<file path="config.mk">
export PLATFORM = sky130hd
export DESIGN_NAME = reset_sequencer
export DESIGN_NICKNAME = d
export VERILOG_FILES = /design/src/rtl/reset_sequencer.sv
export SDC_FILE = /design/constraint.sdc
export NUM_CORES = 1
export LEC_CHECK = 0
export CAP_MARGIN = 10
export CORE_MARGIN = 2
export CORE_UTILIZATION = 40
export DETAILED_ROUTE_END_ITERATION = 10
export SETUP_SLACK_MARGIN = 0.15
export SLEW_MARGIN = 20
export SYNTH_ARGS = -nofsm -noshare
export SYNTH_HDL_FRONTEND = slang
export SYNTH_SLANG_ARGS = --single-unit
</file>
<file path="constraint.sdc">
create_clock -name clk -period 1.9 [get_ports clk]
set_clock_uncertainty 0.05 [all_clocks]
set_input_delay 0.285 -clock clk [delete_from_list [all_inputs] [get_ports clk]]
set_output_delay 0.285 -clock clk [all_outputs]
set_load 0.01 [all_outputs]
</file>
<file path="src/rtl/reset_sequencer.sv">
// Multi-channel reset sequencer: filters a reset request, releases active-low channel
// resets in index order after per-channel delays, and re-asserts them in reverse order.
module reset_sequencer #(
   parameter int                      N_CHAN     = 4,
   parameter int                      SHIFT      = 4,
   parameter int                      W_CTR      = 8,
   parameter logic [N_CHAN*W_CTR-1:0] DELAYS     = 32'h00_02_05_0a,
   parameter bit                      ASSERT_SEQ = 1'b1
) (
   input  logic              clk,
   input  logic              rst,
   input  logic              force_rst,
   input  logic              sw_req,
   output logic [N_CHAN-1:0] chan_rst_n,
   output logic              busy,
   output logic              done
);
   localparam int               IDX_W = (N_CHAN > 1) ? $clog2(N_CHAN) : 1;
   localparam logic [IDX_W-1:0] LAST  = IDX_W'(N_CHAN - 1);

   localparam logic [1:0] S_HOLD    = 2'd0;
   localparam logic [1:0] S_RELEASE = 2'd1;
   localparam logic [1:0] S_RUN     = 2'd2;
   localparam logic [1:0] S_ASSERT  = 2'd3;

   logic [1:0]       state;
   logic [SHIFT-1:0] shift;
   logic [W_CTR-1:0] ctr;
   logic [IDX_W-1:0] idx;
   logic [IDX_W-1:0] hi;
   logic             filter_ok;
   logic             accept_sw;
   logic             enter_assert;

   function automatic logic [W_CTR-1:0] delay_of(input logic [IDX_W-1:0] i);
      logic [W_CTR-1:0] d;
      d = '0;
      for (int k = 0; k < N_CHAN; k++) begin
         if (i == IDX_W'(k)) d = DELAYS[k*W_CTR +: W_CTR];
      end
      return d;
   endfunction

   assign filter_ok    = shift[SHIFT-1];
   assign accept_sw    = sw_req && (state == S_RUN);
   assign enter_assert = ((state == S_RUN) && (force_rst || sw_req)) ||
                         ((state == S_RELEASE) && force_rst);
   assign busy         = (state != S_RUN);

   // Highest channel currently released: all of them in RUN, those below idx in RELEASE.
   always_comb begin
      hi = LAST;
      if (state == S_RELEASE) hi = idx - IDX_W'(1);
   end

   always_ff @(posedge clk) begin
      if (rst) begin
         shift      <= '0;
         state      <= S_HOLD;
         ctr        <= '0;
         idx        <= '0;
         chan_rst_n <= '0;
         done       <= 1'b0;
      end else begin
         done <= 1'b0;

         if (force_rst || accept_sw) shift <= '0;
         else                        shift <= (shift << 1) | SHIFT'(1);

         // The entry edge already drops the highest released channel.
         if (enter_assert) begin
            if (!ASSERT_SEQ || ((state == S_RELEASE) && (idx == '0))) begin
               chan_rst_n <= '0;
               state      <= S_HOLD;
            end else begin
               chan_rst_n[hi] <= 1'b0;
               if (hi == '0) begin
                  state <= S_HOLD;
               end else begin
                  idx   <= hi - IDX_W'(1);
                  state <= S_ASSERT;
               end
            end
         end else begin
            case (state)
               S_HOLD: begin
                  chan_rst_n <= '0;
                  if (filter_ok && !force_rst) begin
                     ctr   <= delay_of('0);
                     idx   <= '0;
                     state <= S_RELEASE;
                  end
               end
               S_RELEASE: begin
                  if (ctr != '0) begin
                     ctr <= ctr - W_CTR'(1);
                  end else begin
                     chan_rst_n[idx] <= 1'b1;
                     if (idx == LAST) begin
                        state <= S_RUN;
                        done  <= 1'b1;
                     end else begin
                        idx <= idx + IDX_W'(1);
                        ctr <= delay_of(idx + IDX_W'(1));
                     end
                  end
               end
               S_ASSERT: begin
                  chan_rst_n[idx] <= 1'b0;
                  if (idx == '0) state <= S_HOLD;
                  else           idx   <= idx - IDX_W'(1);
               end
               default: begin
                  chan_rst_n <= '1;
               end
            endcase
         end
      end
   end

endmodule

</file>
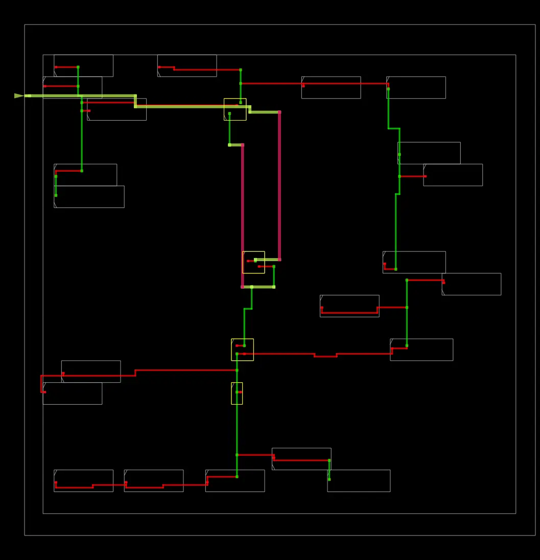
Fig. 1. Clock wiring as the flow saved it (run 1).
number of clock sinks: 21
Flop Count: 21
total clock buffers created by CTS: 3
clock buffer count: 4
Clock net power: 236 uW

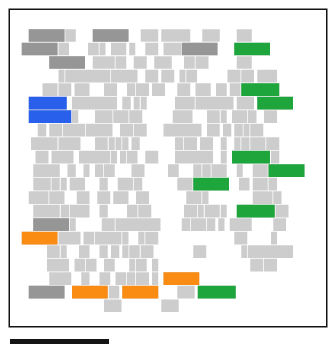
Fig. 2. Where the registers sit (run 1).
The bar under the picture is 20 um long. Other sequential cells in the stronger grey, the rest of the logic in the fainter grey.
- green: ctr (placed flops 8)
- blue: state (placed flops 2)
- orange: chan_rst_n (placed flops 4)
- not coloured: 7

==> impl_metrics.toml, run 1 <==
# synthesis and place-and-route metrics
[pwr]
combPwrFrac = 0.651
pwr-share-seq = 0.246
power.sequential.total_uw = 558
clock_power_share = 0.104
p_sw_uw = 974
power.ir.vdd_worst_mv = 0.688
top_power_group = "combinational cells"
power.leakage_uw = 0.000742
power.switching_fraction = 0.429

[critical_path]
cp-end-kind = "flip-flop"
timing.critical_path.from_type = "flip-flop"
minimum_setup_slack_among_reg_to_reg_paths_ps = 20
timing.critical_path.arrival_ps = 2060
worst_ep_required_time_ps = 2080
category_of_the_most_critical_setup_path = "flip-flop to flip-flop"
worst_setup_path_startpoint = "ctr[3]"

[placed_design]
hpwlAfterDp_mm = 2.71
place_ws_ps = -153
gp_congestion = 0.881

[layout]
fill_cells = 342
clkCellAreaFrac = 0.0135
num-multi-input-gates = 132
finalNetCount = 225
bufAreaShareNonClock = 0.171
inverters = 10
multi_input_comb_area_mm2 = 0.00106
post_route_cells_drive_above_1_share = 0.353
seq_total_area = 0.221
area.share.combinational = 0.546
most-common-layout-cells = "sky130_fd_sc_hd__buf_4 (28), sky130_fd_sc_hd__dfxtp_1 (15), sky130_fd_sc_hd__nand2_1 (14)"
num-nonclk-buffers = 40
dominant-cell-class = "combinational gates"
seq_area_um2 = 430

[final_timing]
slew_violations = 0
postLayoutSetupSlackWorst_ps = 19.7
max_slew.worst_pin.slew_ps = 446
timing.final.hold_violations = 0
setup-violations-final = 0
finalWorstPathRequiredPeriod_ps = 1880
setup_tns_ps = 0
achievable-frequency_ghz = 0.532
slew_headroom = 0.702

[synth]
average_cell_area_after_synthesis_um2 = 8.36
aoi_share = 0.313
xor_xnor_cell_area_share_of_the_yosys_netlist = 0.00616
synth.area.mux_share = 0.00792
post_synth_main_area_contributors = "sky130_fd_sc_hd__dfxtp_1 (30%), sky130_fd_sc_hd__ha_1 (11%), sky130_fd_sc_hd__a21oi_1 (4.6%)"
synth-warning-count = 0
syn_inst = 170
netlist.top_cell.by_instances = "sky130_fd_sc_hd__dfxtp_1"
synth.cellmix.simpleShare = 0.195
enable_flop_cells = 0
common_cells = "sky130_fd_sc_hd__dfxtp_1 (21), sky130_fd_sc_hd__nand2_1 (17), sky130_fd_sc_hd__a21oi_1 (13), sky130_fd_sc_hd__ha_1 (13)"
synth_cell_types = 46
yosys.stat.chipArea_mm2 = 0.00142
postSynth.asyncResetShare = 0
number_of_nets_at_floorplan = 187
yosys.stat.seqShare = 0.296
synth.comb.largest_family = "AND-OR/OR-AND gates"
synth-cells-yosys = 170
top_area_frac = 0.296
post_synth_instance_area_mm2 = 0.00142

[die]
die_width_um = 63.6
row_count = 21
placeableCoreArea_mm2 = 0.00336
design.portCount = 10

[min_path]
hp-start = "shift[1]"
whs_endpoint = "shift[2]"
holdPathStages = 1

[grt]
grt_most_used_layer = "met2"
grt_start_max_net_pins = 15
gr-usage-met3 = 0.0304
met2_usage = 0.339
gr-usage-met1 = 0.225
gr-usage-all-layers = 0.190
initial_antenna_violation_count = 0

[drt]
met2_wirelength_mm = 1.85
detail_route.first_pass.iterations = 5
drc = 0
route.final.wire_length_mm = 3.69
antenna_violating_nets_post_route = 0
routed_via_density = 5.51

[run]
maxCapViolCount = 0
openroad.warnings = 39

[clocking]
cts.repair_timing.setup_buffer_count = 2
clkSlewWorstSetupHoldPaths_ps = 120
cts_hold_repair.buffers = 0
cts_buffer_depth = 2
clock.latency.late_pin_ps = 320
cts.htree.levels = 1

[status]
run_status = "finished clean"
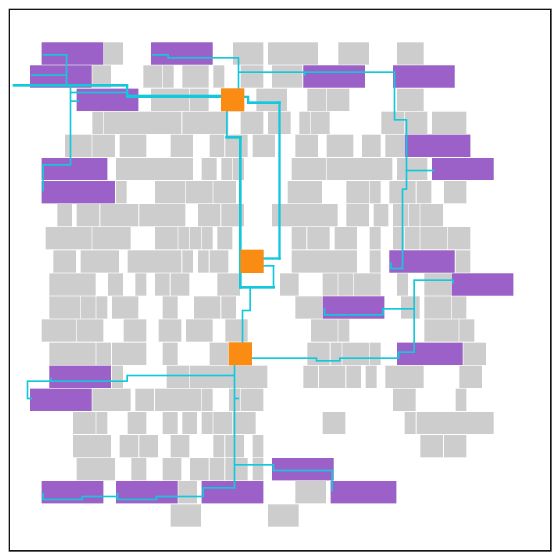
Fig. 3. Clock distribution (run 1).
- orange: clock drivers (count 3)
- cyan: clock wires (length 339 um)
- purple: flip-flops (count 21)
- routed clock nets: 4
- flops lie: all over the die

[run 1: state kept, by name, indices dropped and copies added, names as in the netlist]
signal	cells
state	2
chan_rst_n	4
shift	4
idx	2
done	1
ctr	8
[run 1: critical path: stages (launching register included)]
cell	delay, ps
sky130_fd_sc_hd__dfxtp_2	340
sky130_fd_sc_hd__or4_4	580
sky130_fd_sc_hd__buf_6	150
sky130_fd_sc_hd__o211ai_4	170
sky130_fd_sc_hd__o21a_4	210
sky130_fd_sc_hd__a21oi_2	70
sky130_fd_sc_hd__a311oi_2	240
[run 1: metrics by stage]
step	hold slack, ps	util	std cells
floorplan	356	-	170
global placement	357	0.526	244
detailed placement	365	0.526	244
CTS	394	0.556	250
global route	413	0.579	253
finish	391	0.579	253
==> inputs of run 2 (changes only) <==
--- a/config.mk
+++ b/config.mk
@@ -10,6 +10,7 @@
 export CORE_UTILIZATION = 40
 export DETAILED_ROUTE_END_ITERATION = 10
 export SETUP_SLACK_MARGIN = 0.15
+export SKIP_CTS_REPAIR_TIMING = 1
 export SLEW_MARGIN = 20
 export SYNTH_ARGS = -nofsm -noshare
 export SYNTH_HDL_FRONTEND = slang
==> run 2 against run 1 <==
Die size is the same. Global-route usage down 0.34 points. Non-clock buffer count grew 1. Register-to-register slack barely moved. Routed wire length grew 0.11%. Via count decreased by 0.57%. Count of clock-buffer cells in the layout unchanged. Largest power group unchanged.
==> impl_metrics.toml, run 2 <==
# synthesis and place-and-route metrics
[status]
run_status = "finished clean"

[final_timing]
whs_ps = 392
slew_violations = 0
finalWorstPathRequiredPeriod_ps = 1890
achievable-frequency_ghz = 0.530
slew_headroom = 0.695
setup-violations-final = 0
rsz0062_at_grt = "yes"
timing.final.hold_violations = 0
setup_tns_ps = 0
finalClockPeriodUsage = 0.994
max_slew.worst_pin.slew_ps = 456
postLayoutSetupSlackWorst_ps = 11.9

[critical_path]
worst_setup_path_startpoint = "ctr[6]"
critical-path-top-delay-family = "simple AND/OR/NAND/NOR gates"
crit-reg2reg-launch = "ctr[6]"
worstReg2RegEnd = "chan_rst_n[3]"
crit_fanout = 4
ff2ff_path_depth = 7
minimum_setup_slack_among_reg_to_reg_paths_ps = 10
timing.critical_path.from_type = "flip-flop"
crit_top_cell = "sky130_fd_sc_hd__buf_4"
category_of_the_most_critical_setup_path = "flip-flop to flip-flop"
cp_slowest_cell = "sky130_fd_sc_hd__or4_4"
critical_path.n_buffers_inverters = 3
critical_path_depth = 7
crit_path_max_incr_delay_ps = 570
worst_ep_required_time_ps = 2090
cp-end-kind = "flip-flop"
crit_chain = "or4_4 > buf_6 > o211ai_4 > buf_4 > buf_4 > nor2_1 > a211oi_1"
cp-endpoint = "chan_rst_n[3]"
timing.critical_path.arrival_ps = 2080

[grt]
vias_in_the_first_global_route = 1355
grt_most_used_layer = "met2"
gr-usage-met3 = 0.0286
gr-total-overflow = 0
grt_pass1_wl_mm = 6.02
grt_start_max_net_pins = 15
gr-usage-all-layers = 0.186
gr-usage-met1 = 0.224
initial_antenna_violation_count = 0
met2_usage = 0.334

[run]
openroad.warnings = 38
maxCapViolCount = 0

[layout]
most-common-layout-cells = "sky130_fd_sc_hd__buf_4 (31), sky130_fd_sc_hd__dfxtp_1 (17), sky130_fd_sc_hd__nand2_1 (14)"
regMostFlops = "ctr"
insertedDiodeCount = 0
fin_util = 0.567
multi_input_comb_area_mm2 = 0.00102
fill_cells = 343
area_growth_syn_to_layout_pct = 34.2
final_cells = 254
seq_area_um2 = 428
regs_by_ff_count = "ctr: 8 flops, chan_rst_n: 4 flops, shift: 4 flops"
post_route_cells_drive_above_1_share = 0.327
layout_top_cell = "sky130_fd_sc_hd__buf_4"
final_design_area_no_fill_mm2 = 0.00191
largest_register_ff_count = 8
finalNetCount = 226

[synth]
top_area_frac = 0.296
average_cell_area_after_synthesis_um2 = 8.36
common_cells = "sky130_fd_sc_hd__dfxtp_1 (21), sky130_fd_sc_hd__nand2_1 (17), sky130_fd_sc_hd__a21oi_1 (13), sky130_fd_sc_hd__ha_1 (13)"
synth_cell_types = 46
synth-seq-cells = 21
synth_top_cell_by_area = "sky130_fd_sc_hd__dfxtp_1"
post_synth_instance_area_mm2 = 0.00142
yosys.stat.seqShare = 0.296
enable_flop_cells = 0
synth-warning-count = 0
netlist.top_cell.by_instances = "sky130_fd_sc_hd__dfxtp_1"
synth-cells-yosys = 170
post_synth_main_area_contributors = "sky130_fd_sc_hd__dfxtp_1 (30%), sky130_fd_sc_hd__ha_1 (11%), sky130_fd_sc_hd__a21oi_1 (4.6%)"
ff_type = "sky130_fd_sc_hd__dfxtp_1"
postSynth.asyncResetShare = 0
yosys.stat.chipArea_mm2 = 0.00142
number_of_nets_at_floorplan = 187
syn_inst = 170

[clocking]
clkSlewWorstSetupHoldPaths_ps = 130
cts.htree.levels = 1
cts_root_buffer = "sky130_fd_sc_hd__clkbuf_4"
clock_tree_from_tritoncts = "yes"
total_clock_buffers_created_by_cts = 3
cts_buffer_depth = 2
tritoncts_num_sinks = 21

[die]
die_y_um = 63.6
design.portCount = 10
fp_util = 0.423
die_area_mm2 = 0.00405
placeableCoreArea_mm2 = 0.00336
row_count = 21
die_width_um = 63.6

[placed_design]
dpl-instance-area_mm2 = 0.00177
hpwlAfterDp_mm = 2.71
place_ws_ps = -153
dpl.cell_count = 244
place.port_buffers = 9
gp_congestion = 0.881

[drt]
antenna_violating_nets_post_route = 0
detail_route.wl_per_cell_um = 14.5
drtIter0Drc = 53
detail_route.first_pass.iterations = 4
routed_via_density = 5.46
route.final.wire_length_mm = 3.69
drc = 0
vias = 1387

[min_path]
hold_path.class = "flip-flop to flip-flop"
holdPathStages = 1
whs_endpoint = "shift[2]"
hp-start = "shift[1]"

[pwr]
total_power_uw = 2180
power.leakage_uw = 0.000732
cell_area_power_density_mw_per_mm2 = 1140
power.ir.vdd_worst_mv = 0.615
run 2: cell counts after synthesis:
No cell type changed its count.
run 2: area by class of cell:
class | instances | share of cell area
sequential | 21 | 0.224
multi-input combinational | 132 | 0.537
inverter | 10 | 0.0197
clock buffer | 4 | 0.0138
timing repair buffer | 41 | 0.175
tap | 46 | 0.0302
run 2: report_power, final:
group	internal (uW)	switching, uW
combinational	651	740
clock	82.1	152
sequential	508	48.8
total	1240	941
run 2: metal layers:
layer  up-vias  part of all wire
li1        708                 -
met1       649              0.46
met2        26              0.50
met3         4             0.028
met4         0            0.0098
met5         -                 0
run 2: kinds of logic after synthesis:
group | synth area share
compound gates | 0.312
xor+xnor | 0.00616
fa+ha+maj | 0.114
buf+inv | 0.0678
flops | 0.296
mux | 0.00792
simple gates | 0.195
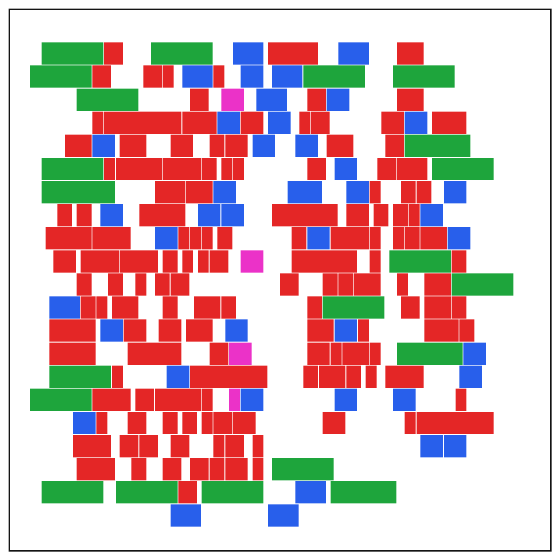
Fig. 4. Cell classes on the final placement (run 2).
- magenta: clock drivers and dummy loads (cells 4; share of their area 1.4%)
- blue: other buffers and delay cells (cells 41; share of their area 18%)
- red: combinational and other logic (cells 142; share of their area 57%)
- green: flops (cells 21; share of their area 23%)

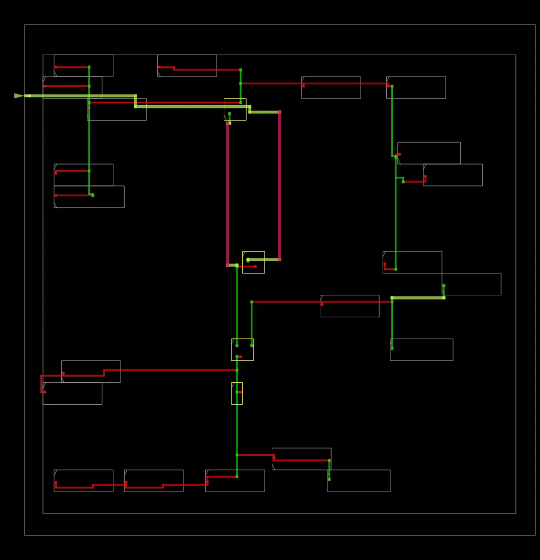
Fig. 5. Clock wiring as the flow saved it (run 2).
Clk Latency, worst-skew pair: 310 ps
Clock net power: 234 uW

==> inputs of run 3 (changes only) <==
--- a/config.mk
+++ b/config.mk
@@ -6,11 +6,11 @@
 export NUM_CORES = 1
 export LEC_CHECK = 0
 export CAP_MARGIN = 10
+export CORE_ASPECT_RATIO = 1.75
 export CORE_MARGIN = 2
 export CORE_UTILIZATION = 40
 export DETAILED_ROUTE_END_ITERATION = 10
 export SETUP_SLACK_MARGIN = 0.15
-export SKIP_CTS_REPAIR_TIMING = 1
 export SLEW_MARGIN = 20
 export SYNTH_ARGS = -nofsm -noshare
 export SYNTH_HDL_FRONTEND = slang
==> run 3 against run 2 <==
Cell count grew 3.9%. Sequential cell count is the same. Synthesized cell count is the same. Fmax grew 0.74%. Sequential share of layout area shrank 2.0 points. Final area grew 11%. Non-clock buffer count grew 11. Hold slack lost 8.1 ps. Routed wire length grew 12%. Register-to-register slack is essentially flat. Via count grew 6.9%. Clock power grew 26%.
==> impl_metrics.toml, run 3 <==
# synthesis and place-and-route metrics
[pwr]
power.leakage_uw = 0.000824
power.sequential.total_uw = 579
total_power_uw = 2430
pwr.group.combinational_uw = 1560
top_power_group = "combinational cells"
p_int_uw = 1400
combPwrFrac = 0.641
power.switching_fraction = 0.424
cell_area_power_density_mw_per_mm2 = 1140
p_sw_uw = 1030
clock_power_share = 0.121

[synth]
post_synth_main_area_contributors = "sky130_fd_sc_hd__dfxtp_1 (30%), sky130_fd_sc_hd__ha_1 (11%), sky130_fd_sc_hd__a21oi_1 (4.6%)"
yosys.stat.seqShare = 0.296
synth-cells-yosys = 170
top_area_frac = 0.296
synth_top_cell_by_area = "sky130_fd_sc_hd__dfxtp_1"
syn_inst = 170
postSynth.asyncResetShare = 0
number_of_nets_at_floorplan = 187
synth_cell_types = 46
enable_flop_cells = 0
netlist.top_cell.by_instances = "sky130_fd_sc_hd__dfxtp_1"
yosys.stat.chipArea_mm2 = 0.00142
average_cell_area_after_synthesis_um2 = 8.36
synth-warning-count = 0
common_cells = "sky130_fd_sc_hd__dfxtp_1 (21), sky130_fd_sc_hd__nand2_1 (17), sky130_fd_sc_hd__a21oi_1 (13), sky130_fd_sc_hd__ha_1 (13)"
synth-seq-cells = 21

[grt]
vias_in_the_first_global_route = 1493
gr-usage-met1 = 0.205
gr-usage-met3 = 0.0198
grt_start_max_net_pins = 13
grt_pass1_wl_mm = 6.61
grt_most_used_layer = "met2"
gr-usage-all-layers = 0.202
initial_antenna_violation_count = 0
met2_usage = 0.392

[final_timing]
postLayoutSetupSlackWorst_ps = 25.7
finalWorstPathRequiredPeriod_ps = 1870
finalClockPeriodUsage = 0.986
max_slew.worst_pin.slew_ps = 413
whs_ps = 384
timing.final.hold_violations = 0

[die]
die_width_um = 49.1
placeableCoreArea_mm2 = 0.00340
die_y_um = 82.9
die_area_mm2 = 0.00406
fp_util = 0.418

[layout]
insertedDiodeCount = 0
regs_by_ff_count = "ctr: 8 flops, chan_rst_n: 4 flops, shift: 4 flops"
layout_top_cell = "sky130_fd_sc_hd__buf_4"
final_cells = 264
fin_util = 0.626
finalNetCount = 237
largest_register_ff_count = 8
post_route_cells_drive_above_1_share = 0.425
area_growth_syn_to_layout_pct = 49.6

[run]
openroad.warnings = 39

[clocking]
cts.htree.levels = 1
cts_root_buffer = "sky130_fd_sc_hd__clkbuf_8"
total_clock_buffers_created_by_cts = 3
cts.repair_timing.setup_buffer_count = 6
tritoncts_num_sinks = 21
clkSlewWorstSetupHoldPaths_ps = 80
clock.latency.late_pin_ps = 260
cts_hold_repair.buffers = 0

[critical_path]
critical-path-top-delay-family = "simple AND/OR/NAND/NOR gates"
timing.critical_path.from_type = "flip-flop"
cp-end-kind = "flip-flop"
crit_path_max_incr_delay_ps = 420
critical_path.n_buffers_inverters = 2
worst_ep_required_time_ps = 1980
timing.critical_path.arrival_ps = 1960
minimum_setup_slack_among_reg_to_reg_paths_ps = 30
crit_chain = "inv_2 > ha_4 > or3b_4 > or2_4 > buf_4 > o211ai_1 > a221oi_1"
category_of_the_most_critical_setup_path = "flip-flop to flip-flop"
cp_slowest_cell = "sky130_fd_sc_hd__or3b_4"

[placed_design]
gp_congestion = 0.923
place.port_buffers = 9
dpl.cell_count = 247
hpwlAfterDp_mm = 2.97
place_ws_ps = -132
dpl-instance-area_mm2 = 0.00181

[drt]
drc = 0
antenna_violating_nets_post_route = 0
detail_route.wl_per_cell_um = 15.6
detail_route.first_pass.iterations = 4
met3_length_um = 85
routed_via_density = 5.62

[status]
run_status = "finished clean"

[min_path]
hold_path.class = "flip-flop to flip-flop"
==> run 3: path summary, 6_finish.rpt <==
path / start / end / cells past startpoint
hold / removal: shift[2] / shift[3] / 1
setup / recovery: ctr[0] / ctr[2] / 7
hold reg to reg: shift[2] / shift[3] / 1
setup reg to reg: ctr[0] / ctr[2] / 7
==> run 3: final cells by class <==
type,instances,area [um2],share of cell area
multi-input combinational,132,1100,0.519
timing repair buffer,52,445,0.209
sequential,21,435,0.205
tap,45,56.3,0.0265
clock buffer,3,41.3,0.0194
inverter,10,40.0,0.0188
clock inverter,1,5.00,0.00235
==> run 3: cells by family after synthesis <==
kind of cell	synth area share
AND-OR/OR-AND	0.312
AND/OR/NAND/NOR	0.195
flip-flops	0.296
buffers and inverters	0.0678
adder cells (fa/ha/maj)	0.114
XOR/XNOR	0.00616
multiplexers	0.00792
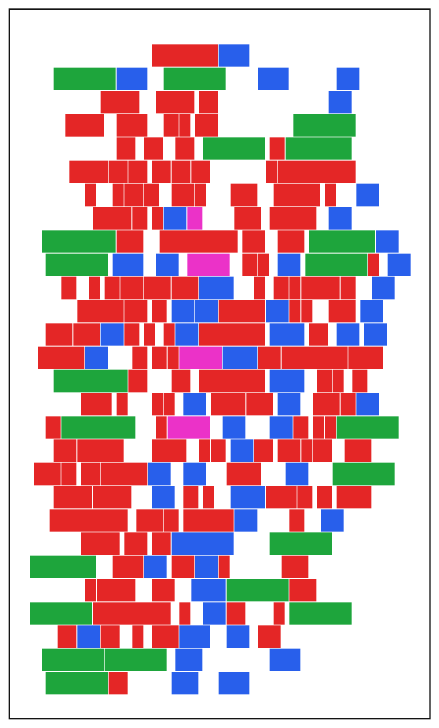
Fig. 6. Cell classes on the final placement (run 3).
- magenta: clock drivers and dummy loads (cells 4; share of their area 2.2%)
- blue: other buffers and delay cells (cells 52; share of their area 22%)
- green: flops (cells 21; share of their area 21%)
- red: combinational and other logic (cells 142; share of their area 55%)

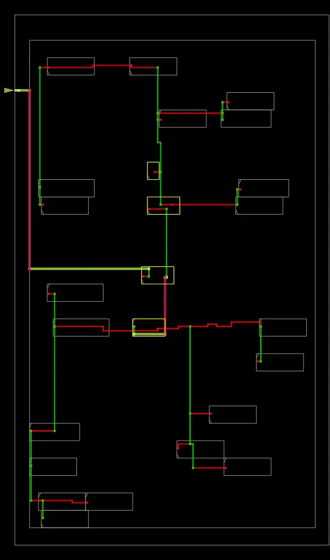
Fig. 7. Clock wiring as the flow saved it (run 3).
clock buffer count: 3
Clock net power: 295 uW


## Gallery

Cells by drive strength.
(a)
The bar under the picture is 20 um long.
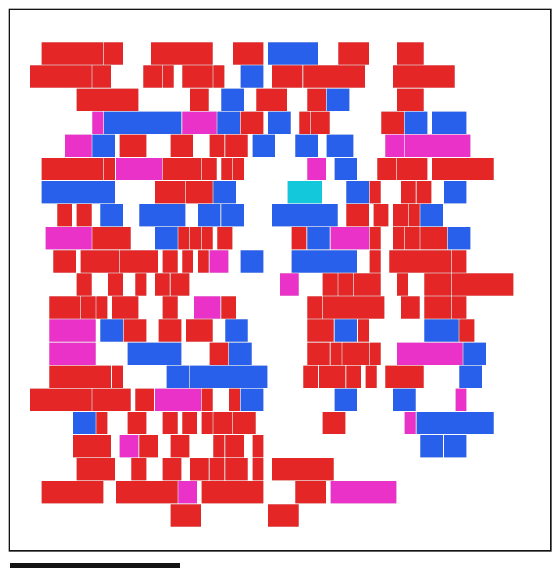
(b)
The bar under the picture is 10 um long.
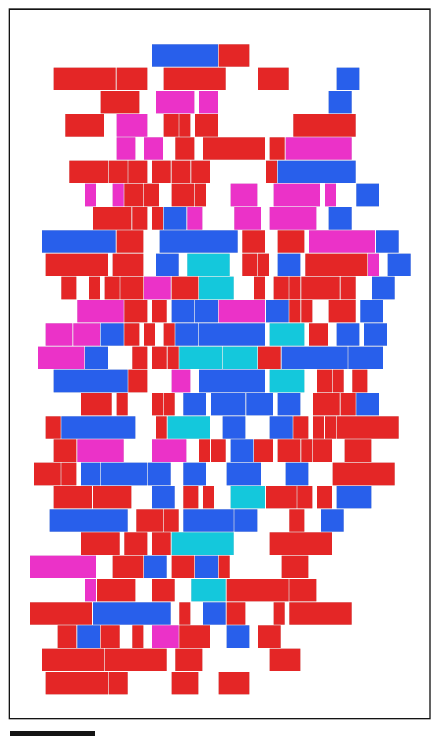
| picture | from |
|---|---|
| (a) | run 2 |
| (b) | run 3 |

Key to (b):
- red: _0 and _1 cells (cells 126; share 58%)
- blue: _3 and _4 cells (cells 55; share 25%)
- magenta: _2 cells (cells 28; share 13%)
- cyan: _6 and larger (cells 10; share 4.6%)

Power is estimated from default activity; no workload was simulated.
